===== src/rtl/clusterv_spi_flash_pkg.sv =====
// Shared types and constants for the SPI flash read path.
//   state_t          : controller FSM states
//   CMD_READ         : SPI flash READ opcode
//   N_CMD_ADDR_BITS  : opcode + 24-bit address bits shifted out
//   N_DATA_BITS      : data bits shifted in per read
//   bswap32()        : reorders an MSB-first byte stream into a little-endian word
package clusterv_spi_flash_pkg;

  typedef enum logic [1:0] {
    ST_IDLE  = 2'd0,
    ST_SHIFT = 2'd1,
    ST_DONE  = 2'd2,
    ST_GAP   = 2'd3
  } state_t;

  localparam logic [7:0] CMD_READ        = 8'h03;
  localparam int         N_CMD_ADDR_BITS = 32;
  localparam int         N_DATA_BITS     = 32;

  // The first byte received lands in [31:24] of the shift register and
  // belongs in [7:0] of the bus word.
  function automatic logic [31:0] bswap32(input logic [31:0] w);
    return {w[7:0], w[15:8], w[23:16], w[31:24]};
  endfunction

endpackage


===== src/rtl/spi_sck_gen.sv =====
// SPI mode-0 clock generator.
//   clock, reset : system clock, synchronous active-high reset
//   en           : run the clock; when low, sck is forced low and the divider restarts
//   sck          : SPI clock, toggles every CLK_DIV clocks while en is high
//   rise, fall   : one-cycle strobes, high in the cycle before sck goes high/low,
//                  so the caller can update its registers on the same clock edge
module spi_sck_gen #(
  parameter int CLK_DIV = 2
) (
  input  logic clock,
  input  logic reset,
  input  logic en,
  output logic sck,
  output logic rise,
  output logic fall
);

  localparam int DW = (CLK_DIV > 1) ? $clog2(CLK_DIV) : 1;

  logic [DW-1:0] div_cnt;
  logic          tick;

  assign tick = en && (div_cnt == DW'(CLK_DIV - 1));
  assign rise = tick && !sck;
  assign fall = tick && sck;

  always_ff @(posedge clock) begin
    if (reset || !en) begin
      div_cnt <= '0;
      sck     <= 1'b0;
    end else if (tick) begin
      div_cnt <= '0;
      sck     <= !sck;
    end else begin
      div_cnt <= div_cnt + 1'b1;
    end
  end

endmodule


===== src/rtl/wb_spi_flash_rd.sv =====
// Wishbone target that turns 32-bit reads into SPI flash READ (0x03)
// transactions; writes are refused with t_err.
//   clock, reset       : system clock, synchronous active-high reset
//   t_adr/t_dat_w/t_sel: Wishbone address (only [23:2] used), write data and selects (unused)
//   t_cyc/t_stb/t_we   : Wishbone cycle, strobe, write enable
//   t_dat_r            : read data, held until the next read completes
//   t_ack / t_err      : one-cycle read completion / write rejection
//   flash_sck/csn/sdo  : SPI initiator outputs (mode 0)
//   flash_sdi          : SPI data from flash
module wb_spi_flash_rd
  import clusterv_spi_flash_pkg::*;
#(
  parameter int ADDR_WIDTH = 32,
  parameter int CLK_DIV    = 2,
  parameter int CSN_GAP    = 2
) (
  input  logic                  clock,
  input  logic                  reset,
  input  logic [ADDR_WIDTH-1:0] t_adr,
  input  logic [31:0]           t_dat_w,
  output logic [31:0]           t_dat_r,
  input  logic                  t_cyc,
  input  logic                  t_stb,
  input  logic                  t_we,
  input  logic [3:0]            t_sel,
  output logic                  t_ack,
  output logic                  t_err,
  output logic                  flash_sck,
  output logic                  flash_csn,
  output logic                  flash_sdo,
  input  logic                  flash_sdi
);

  localparam int GW = $clog2(CSN_GAP + 2);

  state_t                     state, state_nxt;
  logic [N_CMD_ADDR_BITS-1:0] out_sh;
  logic [N_DATA_BITS-1:0]     in_sh;
  logic [5:0]                 bit_cnt;   // counts sck rising edges, wraps after 64
  logic [GW-1:0]              gap_cnt;   // csn-high cycles seen, DONE included
  logic                       err_q;
  logic [31:0]                dat_r_q;
  logic                       req, sck_en, sck_rise, sck_fall;

  logic unused;
  assign unused = ^{t_dat_w, t_sel, t_adr[ADDR_WIDTH-1:24], t_adr[1:0]};

  assign req = t_cyc && t_stb;

  // Dropping the request stops sck right away so the abort cycle sees sck low.
  // On the final falling edge sck returns low by its own toggle.
  assign sck_en = (state == ST_SHIFT) && req;

  spi_sck_gen #(.CLK_DIV(CLK_DIV)) u_sck (
    .clock (clock),
    .reset (reset),
    .en    (sck_en),
    .sck   (flash_sck),
    .rise  (sck_rise),
    .fall  (sck_fall)
  );

  always_comb begin
    state_nxt = state;
    case (state)
      ST_IDLE:  if (req && !t_we) state_nxt = ST_SHIFT;
      ST_SHIFT: begin
        if (!req)                           state_nxt = ST_GAP;
        // bit_cnt has wrapped to 0 only after rise 63, so this is the 64th fall
        else if (sck_fall && bit_cnt == '0) state_nxt = ST_DONE;
      end
      ST_DONE:  state_nxt = ST_GAP;
      ST_GAP:   if (gap_cnt >= GW'(CSN_GAP)) state_nxt = ST_IDLE;
      default:  state_nxt = ST_IDLE;
    endcase
  end

  always_ff @(posedge clock) begin
    if (reset) begin
      state   <= ST_IDLE;
      out_sh  <= '0;
      in_sh   <= '0;
      bit_cnt <= '0;
      gap_cnt <= '0;
      err_q   <= 1'b0;
      dat_r_q <= '0;
    end else begin
      state <= state_nxt;
      // err_q in the term blocks a second err while the master is still dropping stb.
      err_q <= (state == ST_IDLE) && req && t_we && !err_q;
      case (state)
        ST_IDLE: begin
          if (state_nxt == ST_SHIFT) begin
            out_sh  <= {CMD_READ, t_adr[23:2], 2'b00};
            bit_cnt <= '0;
          end
        end
        ST_SHIFT: begin
          if (state_nxt == ST_GAP) begin
            out_sh  <= '0;
            gap_cnt <= GW'(1);
          end else begin
            if (sck_rise) begin
              bit_cnt <= bit_cnt + 1'b1;
              if (bit_cnt[5]) in_sh <= {in_sh[N_DATA_BITS-2:0], flash_sdi};
            end
            // zero-fill so sdo falls to 0 after the last address bit
            if (sck_fall) out_sh <= {out_sh[N_CMD_ADDR_BITS-2:0], 1'b0};
            if (state_nxt == ST_DONE) begin
              dat_r_q <= bswap32(in_sh);
              gap_cnt <= GW'(1);
            end
          end
        end
        ST_DONE, ST_GAP: gap_cnt <= gap_cnt + 1'b1;
        default: ;
      endcase
    end
  end

  assign flash_csn = (state != ST_SHIFT);
  assign flash_sdo = out_sh[N_CMD_ADDR_BITS-1];
  assign t_ack     = (state == ST_DONE);
  assign t_err     = err_q;
  assign t_dat_r   = dat_r_q;

endmodule

===== config.mk =====
export PLATFORM = sky130hd
export DESIGN_NAME = wb_spi_flash_rd
export DESIGN_NICKNAME = d
export VERILOG_FILES = /design/src/rtl/clusterv_spi_flash_pkg.sv /design/src/rtl/spi_sck_gen.sv /design/src/rtl/wb_spi_flash_rd.sv
export SDC_FILE = /design/constraint.sdc
export NUM_CORES = 1
export LEC_CHECK = 0
export CAP_MARGIN = 25
export CORE_UTILIZATION = 40
export DETAILED_ROUTE_END_ITERATION = 12
export PLACE_DENSITY = 0.72
export SLEW_MARGIN = 40
export SYNTH_ARGS = -nofsm -noshare
export SYNTH_HDL_FRONTEND = slang
export SYNTH_SLANG_ARGS = --single-unit

===== constraint.sdc =====
create_clock -name clock -period 5.9 [get_ports clock]
set_clock_uncertainty 0.15 [all_clocks]
set_input_delay 0.59 -clock clock [delete_from_list [all_inputs] [get_ports clock]]
set_output_delay 0.59 -clock clock [all_outputs]
set_load 0.01 [all_outputs]

Figure 1. Selected gate families (run 1).
(4 px per um)
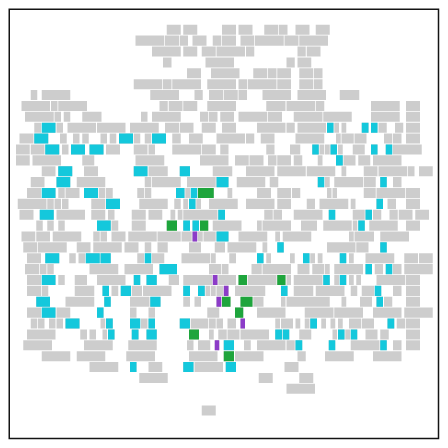
| colour | family | cells |
|---|---|---|
| cyan | aoi and oai cells | 88 |
| purple | inv cells | 6 |
| green | and/or cells | 10 |
combinational share of cell area: 39.2%
non-filler cells, final: 653
most frequent logic cell in the layout: dfxtp_1

Figure 2. Sizing map (run 1).
(4 px per um)
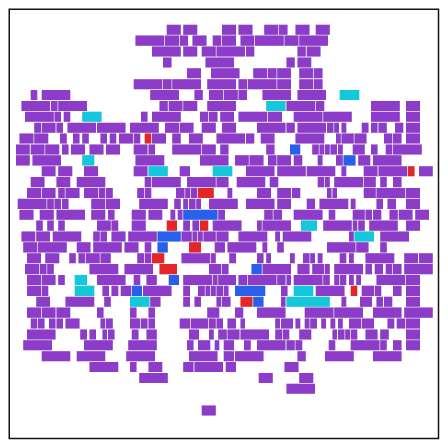
| colour | size | cells | share |
|---|---|---|---|
| blue | _3 and _4 cells | 10 | 1.9% |
| red | _2 cells | 10 | 1.9% |
| purple | _0 and _1 cells | 484 | 94% |
| cyan | _6 and larger | 13 | 2.5% |
Final WS setup: 2.80 ns
Repair and plain buffers: 70
Post-Layout Inst Area: 0.00529 mm^2

==> impl_metrics.yaml, run 1 <==
# synthesis and place-and-route metrics
run_status:
  status: "completed"
synthesis:
  yosys.cell_types.count: 40
  simple_gate_share_pct: 24.7
  fp_nets: 553
  yosysTopAreaCell: "dfxtp_1"
  synth_chip_area_mm2: 0.00441
  aoi_share_pct: 13.7
  synth.most_common_cell: "dfxtp_1"
  synth_flops: 107
  top_cells_by_count: "dfxtp_1 (107), nor3_1 (49), nand2b_1 (48)"
  ys_seq_share_pct: 48.6
  netlist_instances: 477
  ys_sh_adder_pct: 0.568
  avgSynthCellArea_um2: 9.24
  synth_top_area_share_pct: 48.6
global_routing:
  grt_pass1_vias: 3399
  grt_max_degree: 102
  grt_overflow: 0
  grt_use_total_pct: 17.3
  grt_first_pass_wirelength_um: 15900
  grtUsageMet1_pct: 20.5
final_timing:
  slew_violations: 0
  period_minus_slack_ns: 3.10
  worst_slew_pin_slew_ns: 0.667
  max_freq_mhz: 323
  slew_headroom_pct: 55.5
  min_period_over_period_pct: 52.6
critical_path:
  cp_data_required_time_ns: 6.06
  cp.arrival_ns: 3.26
  regToRegStartpoint: "state[0]"
power_and_ir_drop:
  power.switching_fraction_pct: 25.6
  power_combinational_uw: 141
  power.internal_uw: 1010
  combPwrFrac_pct: 10.4
finish:
  inv_count: 6
  fillers: 1007
  clkbuf_count: 9
  regArea_mm2: 0.00214
  drive_gt1_share_pct: 6.38
  comb_area_mm2: 0.00207
  n_antenna_cell: 0
  syn_to_final_growth_pct: 20.1
  nets: 588
clock_tree:
  htreeDepth: 3
  postCtsSetupRepairBufs: 0
  ctsHoldBuffers: 0
  clock_latency_ns: 0.38
  clkSlewWorstSetupHoldPaths_ns: 0.10
  cts_buffers: 9
floorplan:
  rows: 37
  ios: 111
  taps: 136
  fp-utilization_pct: 41.9
  die-area_mm2: 0.0114
route:
  m1WireLength_um: 4160
  top_layer: "met4"
  wl_met3_um: 753
placement:
  placed_area_mm2: 0.00509
Figure 3. Routing congestion map (run 1).
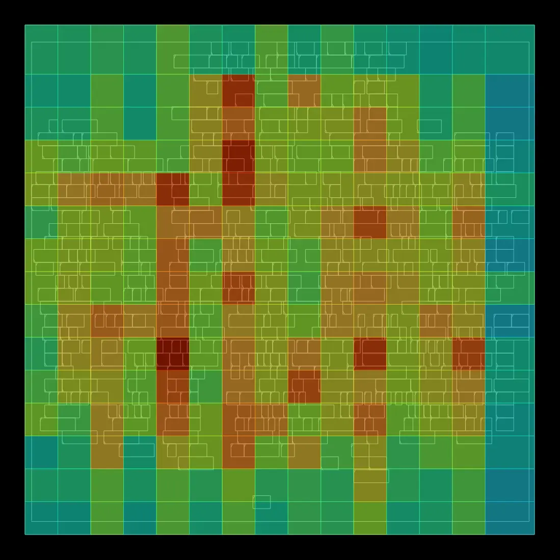
wire per inst: 14.5 um
Final Core Density: 50.4%
busiest grt layer: met2

Figure 4. Signal wires on met3 (run 1).
(4 px per um)
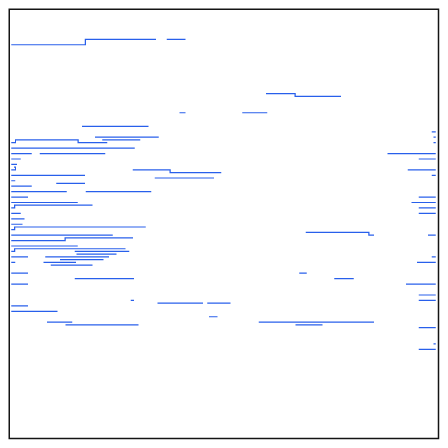
wire length on this layer: 753 um
nets with wire on the layer: 64
drt total wl: 9480 um
GR Layer Usage met3: 5.90%
via count: 3640

## run 1: critical path: stages
cell             delay, ns
clkdlybuf4s50_1       0.65
and4b_2               0.68
and3_1                0.26
and2_1                0.48
buf_4                 0.37
mux2i_1               0.21
## run 1: worst paths after layout
check,end,slack (ns),cells past startpoint
worst max-delay path,t_dat_r[28],2.80,6
worst max register to register,t_dat_r[28],3.20,5
worst min-delay path,t_err,0.28,1
worst min register to register,t_err,0.28,1
## run 1: cell usage in the layout, fill, tap and decap left out, drive strengths merged, types with 4 or more instances in the layout
cell	count
o211ai	6
clkdlybuf4s50	63
a222oi	21
nand2b	48
nand2	47
nor3	50
mux2i	30
xnor2	4
nand3	10
nand4b	19
inv	8
buf	7
clkbuf	9
a21oi	30
dfxtp	107
o21ai	22
--- run 2 (diff from run 1) ---
--- a/config.mk
+++ b/config.mk
@@ -8,7 +8,7 @@
 export CAP_MARGIN = 25
 export CORE_UTILIZATION = 40
 export DETAILED_ROUTE_END_ITERATION = 12
-export PLACE_DENSITY = 0.72
+export PLACE_DENSITY = 0.75
 export SLEW_MARGIN = 40
 export SYNTH_ARGS = -nofsm -noshare
 export SYNTH_HDL_FRONTEND = slang
==> constraint.sdc (replaced) <==
create_clock -name clock -period 2.6 [get_ports clock]
set_clock_uncertainty 0.15 [all_clocks]
set_input_delay 0.26 -clock clock [delete_from_list [all_inputs] [get_ports clock]]
set_output_delay 0.26 -clock clock [all_outputs]
set_load 0.01 [all_outputs]
Figure 5. Selected gate families (run 2).
(4 px per um)
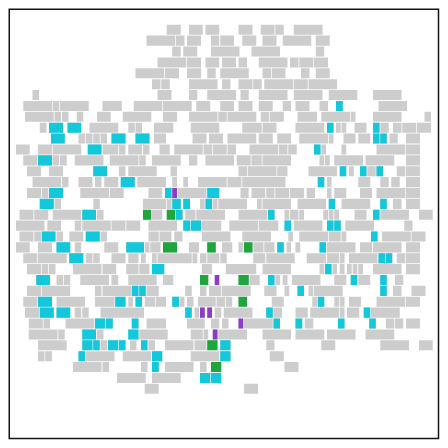
| colour | family | cells | most used |
|---|---|---|---|
| cyan | aoi and oai cells | 88 | a21oi_1 |
| green | and/or cells | 10 | or4_1 |
| purple | inv cells | 6 | inv_1 |
combinational share of cell area: 38.0%
non-filler cells, final: 665

==> impl_metrics.yaml, run 2 <==
# synthesis and place-and-route metrics
run_status:
  status: "completed"
clock_tree:
  ctsHoldBuffers: 0
  clock_latency_ns: 0.36
  cts_buffers: 9
  postCtsSetupRepairBufs: 0
  htreeDepth: 3
global_routing:
  met3_usage_pct: 5.71
  grt_first_pass_wirelength_um: 16100
  grt_use_total_pct: 17.4
  grtUsageMet1_pct: 21.2
  grt_max_degree: 62
  grt_overflow: 0
  top_usage_layer: "met2"
  grt_pass1_vias: 3461
finish:
  drive_gt1_share_pct: 7.75
  fin_area_mm2: 0.00544
  lay_top_count: "dfxtp_1"
  final_util_pct: 51.8
  final_cell_mix: "dfxtp_1 (107), clkdlybuf4s50_1 (63), nor3_1 (49)"
  comb_area_mm2: 0.00207
final_timing:
  fin_ws_ns: 0.415
  slew_headroom_pct: 60.6
  max_freq_mhz: 458
  worst_slew_pin_slew_ns: 0.592
  min_period_over_period_pct: 84.0
synthesis:
  synth_chip_area_mm2: 0.00441
  synth_top_area_share_pct: 48.6
  yosysTopAreaCell: "dfxtp_1"
  fp_nets: 553
  netlist_instances: 477
  simple_gate_share_pct: 24.7
critical_path:
  crit_path_top_delay_cell: "clkdlybuf4s50_1"
route:
  wl_um: 9480
  m1WireLength_um: 4210
  wire_per_inst_um: 14.3
placement:
  placed_area_mm2: 0.00522
floorplan:
  ios: 111
run 2: worst paths after layout:
check	cells after the start	start	slack (ns)	end
max	2	state[1]	0.42	flash_csn
min	2	reset	0.18	in_sh[23]
max reg2reg	4	u_sck.div_cnt	0.58	bit_cnt[5]
min reg2reg	1	t_err	0.29	t_err
run 2: area by class of cell:
cell class	instances	share of cell area, %
flip-flops and latches	107	39.4
multi-input cells	318	38.0
repair buffers	83	15.0
well taps	136	3.13
clock buffers	9	2.28
clock inverters	6	1.79
inverters	6	0.414
run 2: report_power, final:
group	total [uW]	switching (uW)	internal [uW]	leakage (uW)
Combinational	338	174	164	0.000794
Clock	1120	571	551	0.000112
Sequential	1740	39.4	1700	0.000866
--- run 3 (diff from run 2) ---
--- a/config.mk
+++ b/config.mk
@@ -8,7 +8,7 @@
 export CAP_MARGIN = 25
 export CORE_UTILIZATION = 40
 export DETAILED_ROUTE_END_ITERATION = 12
-export PLACE_DENSITY = 0.75
+export PLACE_DENSITY = 0.72
 export SLEW_MARGIN = 40
 export SYNTH_ARGS = -nofsm -noshare
 export SYNTH_HDL_FRONTEND = slang
==> constraint.sdc (replaced) <==
create_clock -name clock -period 2.2 [get_ports clock]
set_clock_uncertainty 0.15 [all_clocks]
set_input_delay 0.22 -clock clock [delete_from_list [all_inputs] [get_ports clock]]
set_output_delay 0.22 -clock clock [all_outputs]
set_load 0.01 [all_outputs]
Figure 6. Placed cells, one colour a class (run 3).
(4 px per um) Fill, decap, tap and diode cells in grey.
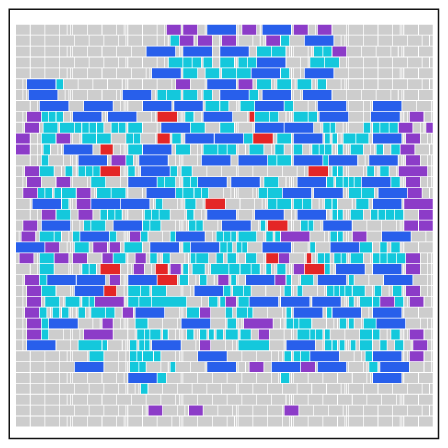
| colour | class | cells |
|---|---|---|
| purple | remaining buffers and delay cells | 87 |
| blue | sequential cells | 107 |
| cyan | combinational and other logic | 324 |
| red | clock drivers and dummy loads | 16 |
core area: 0.0105 mm^2
Final Core Density: 52.0%
flop share of the area: 39.2%
# rows: 37

==> impl_metrics.yaml, run 3 <==
# synthesis and place-and-route metrics
run_status:
  status: "completed"
final_timing:
  slew_violations: 0
  max_freq_mhz: 484
  min_period_over_period_pct: 93.8
  fin_ws_ns: 0.136
  worst_slew_pin_slew_ns: 0.389
  slew_headroom_pct: 74.1
  period_minus_slack_ns: 2.06
critical_path:
  cp_data_required_time_ns: 2.30
  cp.arrival_ns: 2.16
  ff2ff_setup_slack_ns: 0.14
  cpPeakStageDelay_ns: 0.42
  crit_family: "simple AND/OR/NAND/NOR gates"
  cp_cell_sequence: "or2_2 > or3_1 > buf_12 > a222oi_1 > nor3_1"
  cp_num_buf_inv: 1
  crit_path_top_delay_cell: "or3_1"
  endpoint_kind: "flip-flop"
clock_tree:
  htreeDepth: 3
  ctsHoldBuffers: 0
  clock_latency_ns: 0.37
  cts_buffers: 9
  clkSlewWorstSetupHoldPaths_ns: 0.10
  postCtsSetupRepairBufs: 0
power_and_ir_drop:
  combPwrFrac_pct: 11.6
  p_seq_uw: 2050
  switchingPower_uw: 931
  power_density_mw_per_mm2: 654
  power.switching_fraction_pct: 26.1
  power.internal_uw: 2640
  pg_clk_uw: 1110
  power-top-group: "sequential cells"
  p_seq_share_pct: 57.4
  p_leak_uw: 0.00178
  clkPwrFrac_pct: 31.0
  power_combinational_uw: 413
synthesis:
  fp_nets: 553
  synth_flops: 107
  ys_seq_share_pct: 48.6
  top_cells_by_count: "dfxtp_1 (107), nor3_1 (49), nand2b_1 (48)"
  synth_top_area_share_pct: 48.6
  avgSynthCellArea_um2: 9.24
  synth.cell_area_mm2: 0.00441
  yosysTopAreaCell: "dfxtp_1"
  synth_chip_area_mm2: 0.00441
  yosys.cell_types.count: 40
  synth.most_common_cell: "dfxtp_1"
  netlist_instances: 477
route:
  routed_via_density: 5.53
  wl_um: 9390
  dr.first_iter.drc_count: 265
  wire_per_inst_um: 14.0
  drc_errors: 0
  vias: 3703
finish:
  inv_count: 6
  comb_area_mm2: 0.00207
  stdcell_count: 670
  nonClkBufAreaFrac_pct: 16.2
  fillers: 970
  flop-count: 107
  fin_area_mm2: 0.00546
  lay_top_count: "dfxtp_1"
  largest_class: "flip-flops and latches"
  drive_gt1_share_pct: 8.24
  regArea_mm2: 0.00214
  clkbuf_count: 11
  nets: 605
  n_antenna_cell: 0
  syn_to_final_growth_pct: 24.0
  logic_gate_count: 318
  clk_share_pct: 3.21
  buffers: 87
  final_cell_mix: "dfxtp_1 (107), clkdlybuf4s50_1 (63), nor3_1 (49)"
  comb_area_share_pct: 37.9
floorplan:
  fp-utilization_pct: 41.9
  chipWidth_um: 107
  ios: 111
  taps: 136
  die-area_mm2: 0.0114
global_routing:
  grt_max_degree: 81
  grt_use_total_pct: 17.3
  grt_overflow: 0
  grt_pass1_vias: 3422
  grt_first_pass_wirelength_um: 16000
placement:
  placed_area_mm2: 0.00529
  gp_congestion: 0.787
==> run 3: cell counts after synthesis <==
No cell type changed its count.
==> run 3: kinds of logic after synthesis <==
family | count (synthesis) | share of synthesized area (%)
DFF | 107 | 48.6
muxes | 30 | 6.82
adders and majority gates | 2 | 0.568
buffers and inverters | 52 | 4.77
and+or+nand+nor | 192 | 24.7
AOI/OAI and AO/OA | 90 | 13.7
xor gates and xnor gates | 4 | 0.795
==> run 3: worst paths after layout <==
check,to,start,cells past startpoint
max,out_sh[3],state[0],5
min,in_sh[29],reset,3
min reg2reg,t_err,t_err,1
max reg2reg,out_sh[3],state[0],5
==> run 3: metal layers <==
layer  share of wire, %  track usage [%]  vias up
met1                 44             22.2     1738
met5                  0                0        -
met4               0.99             4.70        0
li1                   -                -     1829
met3                6.4             4.86       14
met2                 49             28.4      122
No activity file was given, so power comes from the tool's default toggle rates.
